**Metal layers overlaid**

Drawn at 3 px/um.
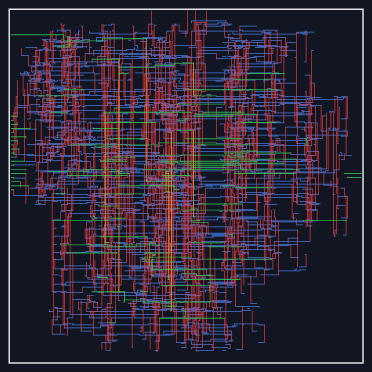
**Nets reached from selected ports**

Drawn at 4 px/um.
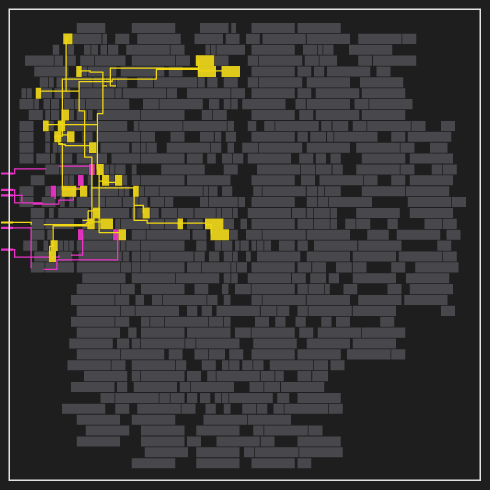
**Sequential cells colored by netlist name**

Drawn at 2 px/um.
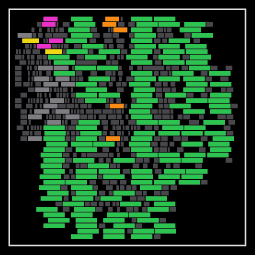
**Selected gate families**

Drawn at 3 px/um.
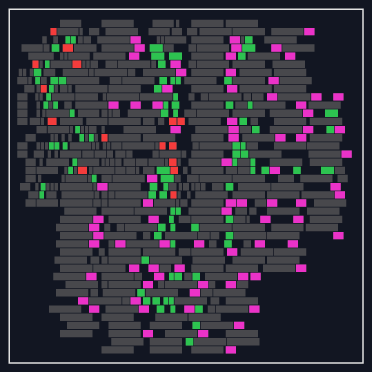
--- src/rtl/controle_memoria_principal.sv ---
// Main-memory controller for a small cache: one write-back and/or one block fill per request.
// Define MEM_INIT_EN to power the array up with mem[i] = i; otherwise it powers up as zeros.
module controle_memoria_principal #(
  parameter int LATENCIA = 3
) (
  input  logic       clock,
  input  logic       reset,
  input  logic       solicitacao_de_escrita_na_memoria,
  input  logic       solicitacao_de_leitura_na_memoria,
  input  logic [4:0] endereco_escrita,
  input  logic [4:0] endereco_leitura,
  input  logic [4:0] bloco_a_ser_escrito_na_memoria,
  output logic [4:0] bloco_lido_da_memoria,
  output logic       ocupado,
  output logic       pronto
);

  typedef enum logic [1:0] {OCIOSO, ESCREVENDO, LENDO, CONCLUIDO} estado_t;

  localparam logic [3:0] RECARGA = 4'(LATENCIA - 1);

`ifdef MEM_INIT_EN
  localparam logic [4:0] VALOR_INICIAL [32] = '{
    5'd0,  5'd1,  5'd2,  5'd3,  5'd4,  5'd5,  5'd6,  5'd7,
    5'd8,  5'd9,  5'd10, 5'd11, 5'd12, 5'd13, 5'd14, 5'd15,
    5'd16, 5'd17, 5'd18, 5'd19, 5'd20, 5'd21, 5'd22, 5'd23,
    5'd24, 5'd25, 5'd26, 5'd27, 5'd28, 5'd29, 5'd30, 5'd31};
`else
  localparam logic [4:0] VALOR_INICIAL [32] = '{default: 5'd0};
`endif

  logic [4:0] mem [32] = VALOR_INICIAL;

  estado_t    estado, proximo;
  logic [3:0] contador;
  logic       pend_escrita, pend_leitura;
  logic [4:0] end_escrita_reg, end_leitura_reg, dado_escrita_reg;
  logic       aceita, fim_fase, recarrega;

  assign aceita    = (estado == OCIOSO) &&
                     (solicitacao_de_escrita_na_memoria || solicitacao_de_leitura_na_memoria);
  assign fim_fase  = (contador == 4'd0);
  assign recarrega = (estado != proximo) && (proximo == ESCREVENDO || proximo == LENDO);
  assign ocupado   = (estado != OCIOSO);
  assign pronto    = (estado == CONCLUIDO);

  // NOTE: every output of this block gets a default first, so no path leaves it unassigned (no latch).
  always_comb begin
    proximo = estado;
    case (estado)
      OCIOSO:     if (aceita)
                    proximo = solicitacao_de_escrita_na_memoria ? ESCREVENDO : LENDO;
      ESCREVENDO: if (fim_fase) proximo = pend_leitura ? LENDO : CONCLUIDO;
      LENDO:      if (fim_fase) proximo = CONCLUIDO;
      CONCLUIDO:  proximo = OCIOSO;
      default:    proximo = OCIOSO;
    endcase
  end

  // NOTE: registered state uses non-blocking assignments so all flops update from pre-edge values.
  always_ff @(posedge clock) begin
    if (reset) begin
      estado                <= OCIOSO;
      contador              <= 4'd0;
      pend_escrita          <= 1'b0;
      pend_leitura          <= 1'b0;
      end_escrita_reg       <= 5'd0;
      end_leitura_reg       <= 5'd0;
      dado_escrita_reg      <= 5'd0;
      bloco_lido_da_memoria <= 5'd0;
    end else begin
      estado <= proximo;
      if (aceita) begin
        pend_escrita     <= solicitacao_de_escrita_na_memoria;
        pend_leitura     <= solicitacao_de_leitura_na_memoria;
        end_escrita_reg  <= endereco_escrita;
        end_leitura_reg  <= endereco_leitura;
        dado_escrita_reg <= bloco_a_ser_escrito_na_memoria;
      end
      if (recarrega)
        contador <= RECARGA;
      else if (!fim_fase)
        contador <= contador - 4'd1;
      // Sampled on the edge leaving LENDO, after any preceding write has committed.
      if (estado == LENDO && fim_fase)
        bloco_lido_da_memoria <= mem[end_leitura_reg];
    end
  end

  // NOTE: the array has no reset; reset only suppresses a pending commit so aborted writes are lost.
  always_ff @(posedge clock) begin
    if (!reset && estado == ESCREVENDO && fim_fase)
      mem[end_escrita_reg] <= dado_escrita_reg;
  end

endmodule
--- config.mk ---
export PLATFORM = sky130hd
export DESIGN_NAME = controle_memoria_principal
export DESIGN_NICKNAME = d
export VERILOG_FILES = /design/src/rtl/controle_memoria_principal.sv
export SDC_FILE = /design/constraint.sdc
export NUM_CORES = 1
export LEC_CHECK = 0
export CAP_MARGIN = 20
export CORE_MARGIN = 2
export CORE_UTILIZATION = 58
export CTS_BUF_LIST = sky130_fd_sc_hd__clkbuf_4
export DETAILED_ROUTE_END_ITERATION = 8
export GPL_TIMING_DRIVEN = 0
export PLACE_DENSITY = 0.81
export SLEW_MARGIN = 40
export SYNTH_ARGS = -nofsm -noshare
export SYNTH_HDL_FRONTEND = slang
export SYNTH_SLANG_ARGS = --single-unit
--- constraint.sdc ---
create_clock -name clock -period 2.15 [get_ports clock]
set_input_delay 0.43 -clock clock [delete_from_list [all_inputs] [get_ports clock]]
set_output_delay 0.43 -clock clock [all_outputs]
set_load 0.005 [all_outputs]
==> tab_implementation.tex <==
% Table of physical implementation metrics
\begin{tabular}{lr}
\hline
Metric & Value \\
\hline
\multicolumn{2}{l}{\textbf{Hold path}} \\
\quad Worst Hold Class & primary input to flop \\
\multicolumn{2}{l}{\textbf{Floorplanning}} \\
\quad Top-level port count & 26 \\
\quad Total Die Area & around 0.014 mm2 \\
\quad Vert. Die Dim & 117 um \\
\quad Width of the chip & around 120 um \\
\quad Initial core utilization & 59.3\% \\
\quad Standard-cell row count & about 41 \\
\quad Core region area & 0.0126 mm2 \\
\multicolumn{2}{l}{\textbf{Clocking}} \\
\quad Clock slew seen by the registers of the worst setup and hold paths & 0.14 ns \\
\quad Count of hold buffers inserted by post-cts repair & 0 \\
\quad Clock tree from TritonCTS & built \\
\quad Clock buffer depth & 2 \\
\quad Clock buffer count from CTS & 17 \\
\quad Clock root buffer & sky130\_fd\_sc\_hd\_\_clkbuf\_4 \\
\quad Clk latency late pin & 0.55 ns \\
\quad Depth of the CTS H-tree & 4 \\
\quad Clock sinks & approximately 190 \\
\multicolumn{2}{l}{\textbf{Global routing}} \\
\quad Wire length of the first global-routing pass & about 23000 um \\
\quad Pin count of the biggest net entering global routing & 34 \\
\quad Total Routing Usage GR & $\sim$23\% \\
\quad Global route total overflow & 0 \\
\quad Number of antenna violations at the first check in global routing & 0 \\
\quad Vias in the first global route & roughly 4400 \\
\multicolumn{2}{l}{\textbf{Placement}} \\
\quad Gp weighted congestion & 0.861 \\
\quad DP Wirelength & between 10000 and 15000 um \\
\quad Placed inst area & 0.00793 mm2 \\
\quad Placed instance count & 703 \\
\quad Number of buffer cells added on primary ports & 25 \\
\multicolumn{2}{l}{\textbf{Timing}} \\
\quad Worst rel slew slack & 25.9\% \\
\quad Final slew viol count & 0 \\
\quad Top achievable clock speed & 0.476 GHz \\
\quad Slew at the pin with the worst max-slew slack & 1.11 ns \\
\quad Final critical path time including I/O delays and setup & 2.10 ns \\
\quad Final setup skew & 0.0162 ns \\
\quad Cycle use final & approximately 100\% \\
\quad Number of endpoints failing setup at the final stage & 0 \\
\quad Hold violation count in the final report & 0 \\
\multicolumn{2}{l}{\textbf{Final layout}} \\
\quad Fill count & $\sim$820 \\
\quad Design area & 0.00852 mm2 \\
\quad ANT cells & 0 \\
\quad Biggest register & mem \\
\quad Area of the multi-input gates & 0.00220 mm2 \\
\quad Share of cells above drive strength 1 & 18.9\% \\
\quad Area grow syn2layout & 14.2\% \\
\quad Flip-flop count of the largest register after layout & 160 \\
\quad Nets@finish & approximately 570 \\
\quad Final std cells w/o fill & 737 \\
\quad Sequential cell area & between 0.005 and 0.006 mm2 \\
\multicolumn{2}{l}{\textbf{Detailed routing}} \\
\quad Remaining DRCs & 0 \\
\quad Via count & 4466 \\
\quad Routed wire per std cell & 20.9 um \\
\quad Drt total wl & 15400 um \\
\quad Antenna Violating Nets Remaining & 0 \\
\quad Highest metal layer with signal wires & met4 \\
\quad Average via count per standard cell & 6.06 \\
\quad Iteration-0 DRC Markers & 348 \\
\quad Met3 routed wirelength & 1280 um \\
\quad Post-Route M1 WL & approximately 6200 um \\
\quad Met2 WL & 7580 um \\
\quad Pre-antenna DRT Iters & 5 \\
\multicolumn{2}{l}{\textbf{Synthesis}} \\
\quad Cell Type Count & 33 \\
\quad Yosys Instances & 506 \\
\quad Number of flops mapped to enable cells by yosys & 160 \\
\quad Total number of yosys warnings & 0 \\
\quad Asr flop ratio synth & 0\% \\
\quad Cell area after synthesis & 0.00746 mm2 \\
\quad Commonest flop & sky130\_fd\_sc\_hd\_\_edfxtp\_1 \\
\quad Cell types with the largest area share after synthesis & sky130\_fd\_sc\_hd\_\_edfxtp\_1 64\%, sky130\_fd\_sc\_hd\_\_mux2i\_1 11\%, sky130\_fd\_sc\_hd\_\_dfxtp\_1 7.2\% \\
\quad Leading cell types by count after synthesis & 160 x sky130\_fd\_sc\_hd\_\_edfxtp\_1, 80 x sky130\_fd\_sc\_hd\_\_mux2i\_1, 51 x sky130\_fd\_sc\_hd\_\_nor2\_1 \\
\quad Avg Cell Area, Syn & 14.7 um2 \\
\quad Most popular library cell in the synthesized design by count & sky130\_fd\_sc\_hd\_\_edfxtp\_1 \\
\quad Sequential element share of the synthesized area & a little under three quarters \\
\quad Floorplan net count & 525 \\
\quad Synthesized netlist cell count & 506 \\
\quad Seq cells post-synth & $\sim$190 \\
\quad Top-area cell type share of the netlist area & 64.4\% \\
\quad Most area-hungry cell type in the Yosys netlist & sky130\_fd\_sc\_hd\_\_edfxtp\_1 \\
\quad YS chip area & 0.00746 mm2 \\
\multicolumn{2}{l}{\textbf{Critical path}} \\
\quad Category of the worst setup path launch point & flop \\
\quad Cells along the critical path & nor2\_1 > clkbuf\_2 > a22oi\_1 > a21oi\_1 > or4\_1 > a211oi\_2 \\
\quad Category of the most critical setup path & flop to flop \\
\quad Highest net fanout along the worst path & 10 \\
\quad Worst EP arrival & approximately 2.6 ns \\
\quad Critical path buffer and inverter count & 1 \\
\quad Req. time, crit path & 2.63 ns \\
\quad Kind of capture point of the worst setup path & flop \\
\quad Maximum cell stage delay along the critical path & 0.57 ns \\
\quad Family with the most delay on the worst path & AND-OR/OR-AND gates \\
\quad Cell with the largest stage delay on the worst path & sky130\_fd\_sc\_hd\_\_or4\_1 \\
\multicolumn{2}{l}{\textbf{Power and ir drop}} \\
\quad IR Drop Worst-Case VDD & around 0.48 mV \\
\quad Leakage power figure & 2.62 nW \\
\quad Power Dens Cells & 827 mW/mm2 \\
\multicolumn{2}{l}{\textbf{Status}} \\
\quad Result of the run & complete, no violations \\
\multicolumn{2}{l}{\textbf{Job}} \\
\quad Number of violations of the max-capacitance limit & 0 \\
\quad Tool warning count & 27 \\
\hline
\end{tabular}
## Picture notes: 'metal layers overlaid'
[red] metal 2 | wire length: 7580 um
[orange] metal 4 | wire length: 346 um
[green] metal 3 | wire length: 1280 um
[blue] metal 1 | wire length: 6170 um

## Picture notes: 'nets reached from selected ports'
[yellow] `reset` | bits: 1 | direction: input | edge: west | end cells: 29 | wire: 354 um
[magenta] `endereco_escrita` | bits: 5 | direction: input | edge: west | end cells: 5 | wire: 118 um

## Picture notes: 'sequential cells colored by netlist name'
[magenta] `contador` | sequential cells: 4 | where: north-west
[orange] `bloco_lido_da_memoria` | sequential cells: 5
[yellow] `estado` | sequential cells: 2
[green] `mem` | sequential cells: 160

## Picture notes: 'selected gate families'
[green] aoi and oai cells | cells: 89
[magenta] mux cells | cells: 80
[red] and/or cells | cells: 15

[layer usage]
layer	vias to the layer above	GRT usage (%)
met5	-	0
met4	0	8.43
met3	33	4.57
met2	235	37.2
met1	2177	30.8
li1	2021	-
[worst paths after layout]
check / startpoint / to / cells past startpoint / slack [ns]
hold reg to reg: end_escrita_reg[1]$_SDFFE_PP0N_ / end_escrita_reg[1]$_SDFFE_PP0N_ / 2 / 0.52
hold / removal: bloco_a_ser_escrito_na_memoria[4] / dado_escrita_reg[4]$_SDFFE_PP0N_ / 3 / 0.41
setup reg to reg: end_leitura_reg[2]$_SDFFE_PP0N_ / bloco_lido_da_memoria[2]$_SDFFE_PP0P_ / 6 / 0.05
setup / recovery: end_leitura_reg[2]$_SDFFE_PP0N_ / bloco_lido_da_memoria[2]$_SDFFE_PP0P_ / 6 / 0.05
[kinds of logic after synthesis]
logic type,after synthesis,share of synthesized area [%]
flops,187,71.7
mux,80,10.7
buf+inv,28,2.28
compound gates,89,7.95
simple gates,122,7.33
[area by class of cell]
type | instances | area share, %
Clock buffer | 17 | 1.50
Buffer | 26 | 1.97
Inverter | 2 | 0.0882
Multi-Input combinational cell | 291 | 25.8
Clock inverter | 15 | 2.03
Timing Repair Buffer | 27 | 3.11
Tap cell | 172 | 2.53
Sequential cell | 187 | 62.9
[power breakdown]
group / switching (mW) / total, mW / internal (mW)
Combinational: 0.497 / 0.854 / 0.358
Clock: 1.16 / 1.96 / 0.809
Sequential: 0.172 / 4.23 / 4.06
[worst min-delay path, cell delays in order]
cell and delay (ns):
sky130_fd_sc_hd__clkdlybuf4s50_1 0.40, sky130_fd_sc_hd__nand2_1 0.06, sky130_fd_sc_hd__a21oi_1 0.05
[stage by stage]
| stage | TNS, ns | worst slack, ns | utilization, % | hold WS, ns | power, mW |
|---|---|---|---|---|---|
| finish | 0 | 0.0502 | 67.8 | 0.405 | 7.05 |
| global route | -0.00940 | -0.00940 | 67.8 | 0.382 | 7.27 |
| CTS | -3.98 | -0.0701 | 66.1 | 0.372 | 6.98 |
| detailed placement | -51.55 | -0.410 | 63.1 | 0.475 | 5.07 |
| global placement | -42.63 | -0.354 | 63.0 | 0.455 | 5.03 |
| floorplan | 0 | 0.178 | - | 0.444 | 4.75 |
[placed cells by master, fill, tap and decap left out, drive strengths merged, types with 4 or more instances in the layout]
cell           synthesis  routed
clkbuf                12      29
or4                    5       5
clkdlybuf4s50          0      25
inv                    2       5
dfxtp                 27      27
mux2i                 80      80
or2                    4       4
a21oi                 38      38
nand2b                 5       5
edfxtp               160     160
clkinv                 0       7
nor2                  51      51
nand3                  5       5
nand2                 38      38
a22oi                 41      41
buf                   14      16
a211oi                 6       6
[what timing repair did]
action / in CTS / in global routing
cloned: 0 / 0
pin swaps: 0 / 3
endpoints found under the setup margin: 162 / 167
buffers inserted: 0 / 2
resized: 28 / 54
Power is estimated from default activity; no workload was simulated.
